File: src/rtl/scancode_decoder.sv
// -----------------------------------------------------------------------------
// scancode_decoder
//
// Purpose:
//   Turns a stream of PS/2 set-2 bytes into make events. It handles the E0
//   (extended) and F0 (break) prefixes and drops E1 bytes. It also tracks the
//   shift and caps-lock modifiers. A prefix that gets no follow-up byte within
//   TIMEOUT clock cycles is dropped.
//
// Parameters:
//   TIMEOUT        clk cycles a pending prefix waits for its next byte
//                  (legal range 2 .. 2^20-1)
//
// Optional feature:
//   KB_TYPEMATIC_FILTER_EN  when defined, typematic repeats of the key that
//                           is currently held are suppressed
//
// Ports:
//   clk            single clock, rising edge
//   i_sclr         synchronous active-high clear
//   i_byte         received PS/2 byte, valid with i_byte_valid
//   i_byte_valid   one-cycle strobe per received byte
//   o_scancode     scancode of the last emitted make event (held)
//   o_extended     last emitted make event was E0-prefixed (held)
//   o_valid        one-cycle pulse per emitted make event
//   o_shift        left or right shift is currently held
//   o_capslock     caps-lock latch state
// -----------------------------------------------------------------------------
module scancode_decoder #(
  parameter int unsigned TIMEOUT = 1000000
) (
  input  logic       clk,
  input  logic       i_sclr,
  input  logic [7:0] i_byte,
  input  logic       i_byte_valid,
  output logic [7:0] o_scancode,
  output logic       o_extended,
  output logic       o_valid,
  output logic       o_shift,
  output logic       o_capslock
);

  localparam logic [7:0]  BYTE_BRK    = 8'hF0;
  localparam logic [7:0]  BYTE_EXT    = 8'hE0;
  localparam logic [7:0]  BYTE_PAUSE  = 8'hE1;
  localparam logic [7:0]  KEY_LSHIFT  = 8'h12;
  localparam logic [7:0]  KEY_RSHIFT  = 8'h59;
  localparam logic [7:0]  KEY_CAPS    = 8'h58;
  localparam logic [19:0] CNT_LAST    = 20'(TIMEOUT - 1);

  typedef enum logic [1:0] {
    S_IDLE,
    S_EXT,
    S_BRK,
    S_EXT_BRK
  } state_e;

  state_e      state_q, state_d;
  logic [19:0] cnt_q, cnt_d;
  logic [7:0]  scancode_q, scancode_d;
  logic        extended_q, extended_d;
  logic        valid_q, valid_d;
  logic        lshift_q, lshift_d;
  logic        rshift_q, rshift_d;
  logic        caps_q, caps_d;
  logic        caps_held_q, caps_held_d;

  // Decoded event for the byte in this cycle.
  logic make_evt;
  logic brk_evt;
  logic evt_ext;
  logic fake_shift;
  logic suppress;
  logic emit;

  // ---------------------------------------------------------------------------
  // Prefix FSM and timeout counter
  // ---------------------------------------------------------------------------
  always_comb begin
    // NOTE: every signal gets a default before the case so no latch is inferred.
    state_d  = state_q;
    cnt_d    = cnt_q;
    make_evt = 1'b0;
    brk_evt  = 1'b0;
    evt_ext  = 1'b0;

    if (i_byte_valid) begin
      // A strobe always wins over a coincident timeout.
      cnt_d = '0;
      case (state_q)
        S_IDLE: begin
          if (i_byte == BYTE_BRK) begin
            state_d = S_BRK;
          end else if (i_byte == BYTE_EXT) begin
            state_d = S_EXT;
          end else if (i_byte != BYTE_PAUSE) begin
            make_evt = 1'b1;
          end
        end
        S_EXT: begin
          if (i_byte == BYTE_BRK) begin
            state_d = S_EXT_BRK;
          end else begin
            make_evt = 1'b1;
            evt_ext  = 1'b1;
            state_d  = S_IDLE;
          end
        end
        S_BRK: begin
          brk_evt = 1'b1;
          state_d = S_IDLE;
        end
        S_EXT_BRK: begin
          brk_evt = 1'b1;
          evt_ext = 1'b1;
          state_d = S_IDLE;
        end
        default: state_d = S_IDLE;
      endcase
    end else if (state_q != S_IDLE) begin
      if (cnt_q == CNT_LAST) begin
        state_d = S_IDLE;
        cnt_d   = '0;
      end else begin
        cnt_d = cnt_q + 20'd1;
      end
    end
  end

  // The E0 12 / E0 59 pairs that print-screen sends are fake shifts; they
  // neither touch the modifiers nor produce an event.
  assign fake_shift = evt_ext && (i_byte == KEY_LSHIFT || i_byte == KEY_RSHIFT);

  // ---------------------------------------------------------------------------
  // Typematic filter
  // ---------------------------------------------------------------------------
`ifdef KB_TYPEMATIC_FILTER_EN
  logic [8:0] filt_key_q, filt_key_d;
  logic       filt_held_q, filt_held_d;

  always_comb begin
    filt_key_d  = filt_key_q;
    filt_held_d = filt_held_q;
    suppress    = make_evt && !fake_shift && filt_held_q &&
                  (filt_key_q == {evt_ext, i_byte});
    if (make_evt && !fake_shift && !suppress) begin
      filt_key_d  = {evt_ext, i_byte};
      filt_held_d = 1'b1;
    end else if (brk_evt && (filt_key_q == {evt_ext, i_byte})) begin
      filt_held_d = 1'b0;
    end
  end

  always_ff @(posedge clk) begin
    if (i_sclr) begin
      filt_key_q  <= '0;
      filt_held_q <= 1'b0;
    end else begin
      filt_key_q  <= filt_key_d;
      filt_held_q <= filt_held_d;
    end
  end
`else
  assign suppress = 1'b0;
`endif

  assign emit = make_evt && !fake_shift && !suppress;

  // ---------------------------------------------------------------------------
  // Output and modifier next state
  // ---------------------------------------------------------------------------
  always_comb begin
    scancode_d  = scancode_q;
    extended_d  = extended_q;
    valid_d     = emit;
    lshift_d    = lshift_q;
    rshift_d    = rshift_q;
    caps_d      = caps_q;
    caps_held_d = caps_held_q;

    if (emit) begin
      scancode_d = i_byte;
      extended_d = evt_ext;
    end

    // Modifiers react only to plain (non-E0) make and break codes.
    if (make_evt && !evt_ext) begin
      if (i_byte == KEY_LSHIFT) lshift_d = 1'b1;
      if (i_byte == KEY_RSHIFT) rshift_d = 1'b1;
      if (i_byte == KEY_CAPS) begin
        // Toggle only on the first make, so a held key toggles once.
        if (!caps_held_q) caps_d = !caps_q;
        caps_held_d = 1'b1;
      end
    end else if (brk_evt && !evt_ext) begin
      if (i_byte == KEY_LSHIFT) lshift_d    = 1'b0;
      if (i_byte == KEY_RSHIFT) rshift_d    = 1'b0;
      if (i_byte == KEY_CAPS)   caps_held_d = 1'b0;
    end
  end

  // ---------------------------------------------------------------------------
  // State registers
  // ---------------------------------------------------------------------------
  always_ff @(posedge clk) begin
    // NOTE: sequential state uses non-blocking assignments so every register
    // samples the pre-edge values regardless of statement order.
    if (i_sclr) begin
      state_q     <= S_IDLE;
      cnt_q       <= '0;
      scancode_q  <= '0;
      extended_q  <= 1'b0;
      valid_q     <= 1'b0;
      lshift_q    <= 1'b0;
      rshift_q    <= 1'b0;
      caps_q      <= 1'b0;
      caps_held_q <= 1'b0;
    end else begin
      state_q     <= state_d;
      cnt_q       <= cnt_d;
      scancode_q  <= scancode_d;
      extended_q  <= extended_d;
      valid_q     <= valid_d;
      lshift_q    <= lshift_d;
      rshift_q    <= rshift_d;
      caps_q      <= caps_d;
      caps_held_q <= caps_held_d;
    end
  end

  assign o_scancode = scancode_q;
  assign o_extended = extended_q;
  assign o_valid    = valid_q;
  assign o_shift    = lshift_q | rshift_q;
  assign o_capslock = caps_q;

endmodule

File: config.mk
export PLATFORM = sky130hd
export DESIGN_NAME = scancode_decoder
export DESIGN_NICKNAME = d
export VERILOG_FILES = /design/src/rtl/scancode_decoder.sv
export SDC_FILE = /design/constraint.sdc
export NUM_CORES = 1
export LEC_CHECK = 0
export ABC_AREA = 1
export CORE_ASPECT_RATIO = 0.9
export CORE_MARGIN = 4
export CORE_UTILIZATION = 55
export CTS_CLUSTER_SIZE = 25
export DETAILED_ROUTE_END_ITERATION = 8
export PLACE_DENSITY_LB_ADDON = 0.1
export SLEW_MARGIN = 25
export SYNTH_ARGS = -nofsm -noshare
export SYNTH_HDL_FRONTEND = slang
export SYNTH_SLANG_ARGS = --single-unit
File: constraint.sdc
create_clock -name clk -period 2.02 [get_ports clk]
set_clock_uncertainty 0.2 [all_clocks]
set_input_delay 0.202 -clock clk [delete_from_list [all_inputs] [get_ports clk]]
set_output_delay 0.202 -clock clk [all_outputs]
set_load 0.02 [all_outputs]
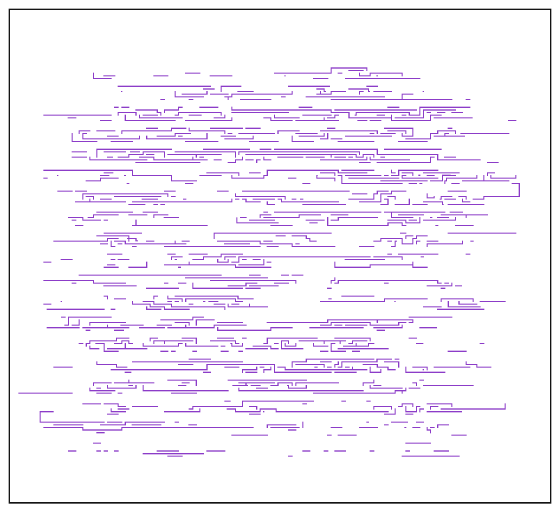
*Met1 routing*
longest straight run: 18.4 um
share of all routed wire: 51%
wire length on this layer: 2,180 um
main direction: horizontal
final WL: 4.272 mm
total number of vias: 1,881
GR Layer Usage met1: 29.25%

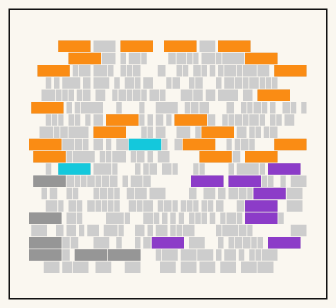
*Register map, names as in the netlist*
Other sequential cells in the stronger gray, the rest of the logic in the fainter gray.
legend:
  state_q:
    color: cyan
    sequential_cells: 2
  o_scancode:
    color: purple
    sequential_cells: 8
  cnt_q:
    color: orange
    sequential_cells: 20
not colored: 6

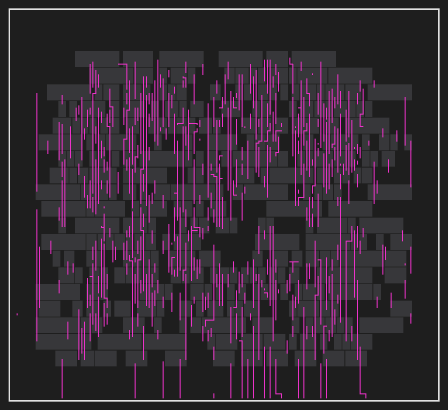
*Metal 2*
Cells faint in the background.
nets with wire on the layer: 265
main direction: vertical
wire length on this layer: 1,820 um
longest straight run: 21.4 um
met2 layer usage reported by global route: 29.36%

==> summary.txt <==
fresh numbers from the pnr run: DR pass1 iterations 4, maximum vdd drop 0.5310 mV, category of the worst setup path capture point flip-flop, Power per Cell Area 656.2 nW/um^2, overflow left after global routing 0, post-synthesis cell area 1902 sq um, Post-synth ARST share 0%, CTS resizes 0, most heavily used metal layer in global routing met2, via count normalized by instance count 5.196, Placement Setup Slack -0.03246 ns, met3 Use GR 4.702%, maximum single-stage delay on the critical path 0.36 ns, via count of the first global-routing pass 1,624, IO Port Bufs 22, signed area change from the synthesized netlist to the final layout 22.50%, ordered cell list for the critical path ha_1 > inv_1 > nor2_2 > nand4_1 > nor2_2 > nand3_1 > nor2_1 > nand3_1 > nand2_1 > nor2_1, post-detailed-placement cell area 2235 sq um, transition time at the pin with the least slew margin 0.4225 ns, distinct cell type count of the synthesized netlist 34, number of core rows 19, number of standard cells reported by yosys 282, IO Count 23, RSZ-0062 raised after global routing false, Slew Viols, Final 0, Setup violations, final 0, Synth Seq Share 37.89%, number of failing hold endpoints at the final stage 0, min Tclk post-route 1.833 ns, fraction of layout instances using a drive strength above 1 11.56%, RePlAce Congestion 0.9209, register bit total from synthesis 36, status finished, final reports clean, Crit path max-delay family simple AND/OR/NAND/NOR gates, number of warnings the tools reported 26, syn nets 294, die outline height 63.79 um, worst skew pair latency 0.29 ns, most instantiated logic cells after routing nor2_1 (58), nand2_1 (49), dfxtp_1 (36), H-tree levels 2, hold buffer count at cts 0, count of library flops with an enable pin 0, Yosys warning count 0, post-synthesis instance total 282, Sequential Area 720.7 sq um, Synth Area per Inst 6.744 sq um, largest net degree at the start of global routing 13, Most used DFF post-synth dfxtp_1, Antenna Violating Nets Remaining 0, critical setup path kind reg -> reg, diode insertion count for antenna repair 0, initial antenna violation count 0, Fmax achieved 545.6 MHz, buffer type at the clock tree root clkbuf_8, number of buffers inserted by post-CTS setup repair 0, Rel. slew slack 71.62%
[cell usage after synthesis, types with 3 or more instances]
cell | number | area, sq um
a211oi_1 | 3 | 22.52
a21oi_1 | 8 | 40.04
dfxtp_1 | 36 | 720.7
inv_1 | 34 | 127.6
inv_2 | 3 | 11.26
nand2_1 | 49 | 183.9
nand3_1 | 15 | 75.07
nand4_1 | 11 | 68.82
nor2_1 | 60 | 225.2
nor2_2 | 3 | 18.77
nor3_1 | 11 | 55.05
o21ai_0 | 16 | 80.08
xor2_1 | 6 | 52.55
[worst paths after layout]
kind                                                    to                        from  slack [ns]
worst max-delay path                cnt_q[18]$_SDFFE_PP0P_       cnt_q[0]$_SDFFE_PP0P_        0.19
worst min register to register  o_scancode[4]$_SDFFE_PP0P_  o_scancode[4]$_SDFFE_PP0P_        0.28
worst max register to register      cnt_q[18]$_SDFFE_PP0P_       cnt_q[0]$_SDFFE_PP0P_        0.19
worst min-delay path            o_scancode[4]$_SDFFE_PP0P_  o_scancode[4]$_SDFFE_PP0P_        0.28
[registers in the layout (all words and copies together), names as in the netlist]
signal,flops
o_scancode,8
o_capslock,1
rshift_q,1
o_valid,1
state_q,2
lshift_q,1
o_extended,1
cnt_q,20
caps_held_q,1
[tightest hold or removal path, stage by stage (launching register included)]
cell	delay, ns
dfxtp_1	0.32
nor2_1	0.05
nor2_1	0.08
[stage by stage]
| step | TNS [ns] | hold WS, ns | instances | total power [mW] |
|---|---|---|---|---|
| 2_1_floorplan | 0 | 0.07107 | 282 | 0.9148 |
| 3_3_place_gp | 0 | 0.2650 | 354 | 1.016 |
| 3_5_place_dp | -0.04483 | 0.2711 | 354 | 1.019 |
| 4_1_cts | 0 | 0.2841 | 362 | 1.541 |
| 5_1_grt | 0 | 0.3194 | 362 | 1.604 |
| 6_report | 0 | 0.2805 | 362 | 1.529 |
[area by class of cell]
| cell class | instances | area share (%) |
|---|---|---|
| Clock buffer | 8 | 3.867 |
| Inverter | 39 | 6.498 |
| Multi-Input combinational cell | 205 | 43.77 |
| Sequential cell | 36 | 30.93 |
| Tap cell | 42 | 2.256 |
| Timing Repair Buffer | 32 | 12.67 |
[routing by layer]
metal	vias up	share of wire (%)	wire, um
li1	984	-	-
met1	844	51	2181
met2	44	43	1822
met3	9	4.8	203
met4	0	1.5	65
met5	-	0	0
[report_power, final]
group / switching, mW / internal [mW] / leakage (nW) / total [mW]
clock network: 0.247 / 0.278 / 0.0455 / 0.525
registers: 0.0177 / 0.738 / 0.293 / 0.756
logic: 0.142 / 0.106 / 0.589 / 0.248
total: 0.407 / 1.12 / 0.927 / 1.53
[cells by family (layout without fill, tap and decap cells)]
family / count (synthesis) / count (layout) / synth area share, %
simple gates: 164 / 164 / 39.54
compound gates: 32 / 32 / 9.474
flops: 36 / 36 / 37.89
xor+xnor: 8 / 8 / 3.684
buf+inv: 41 / 79 / 8.749
fa+ha+maj: 1 / 1 / 0.6578
Power and IR drop assume default switching activity.
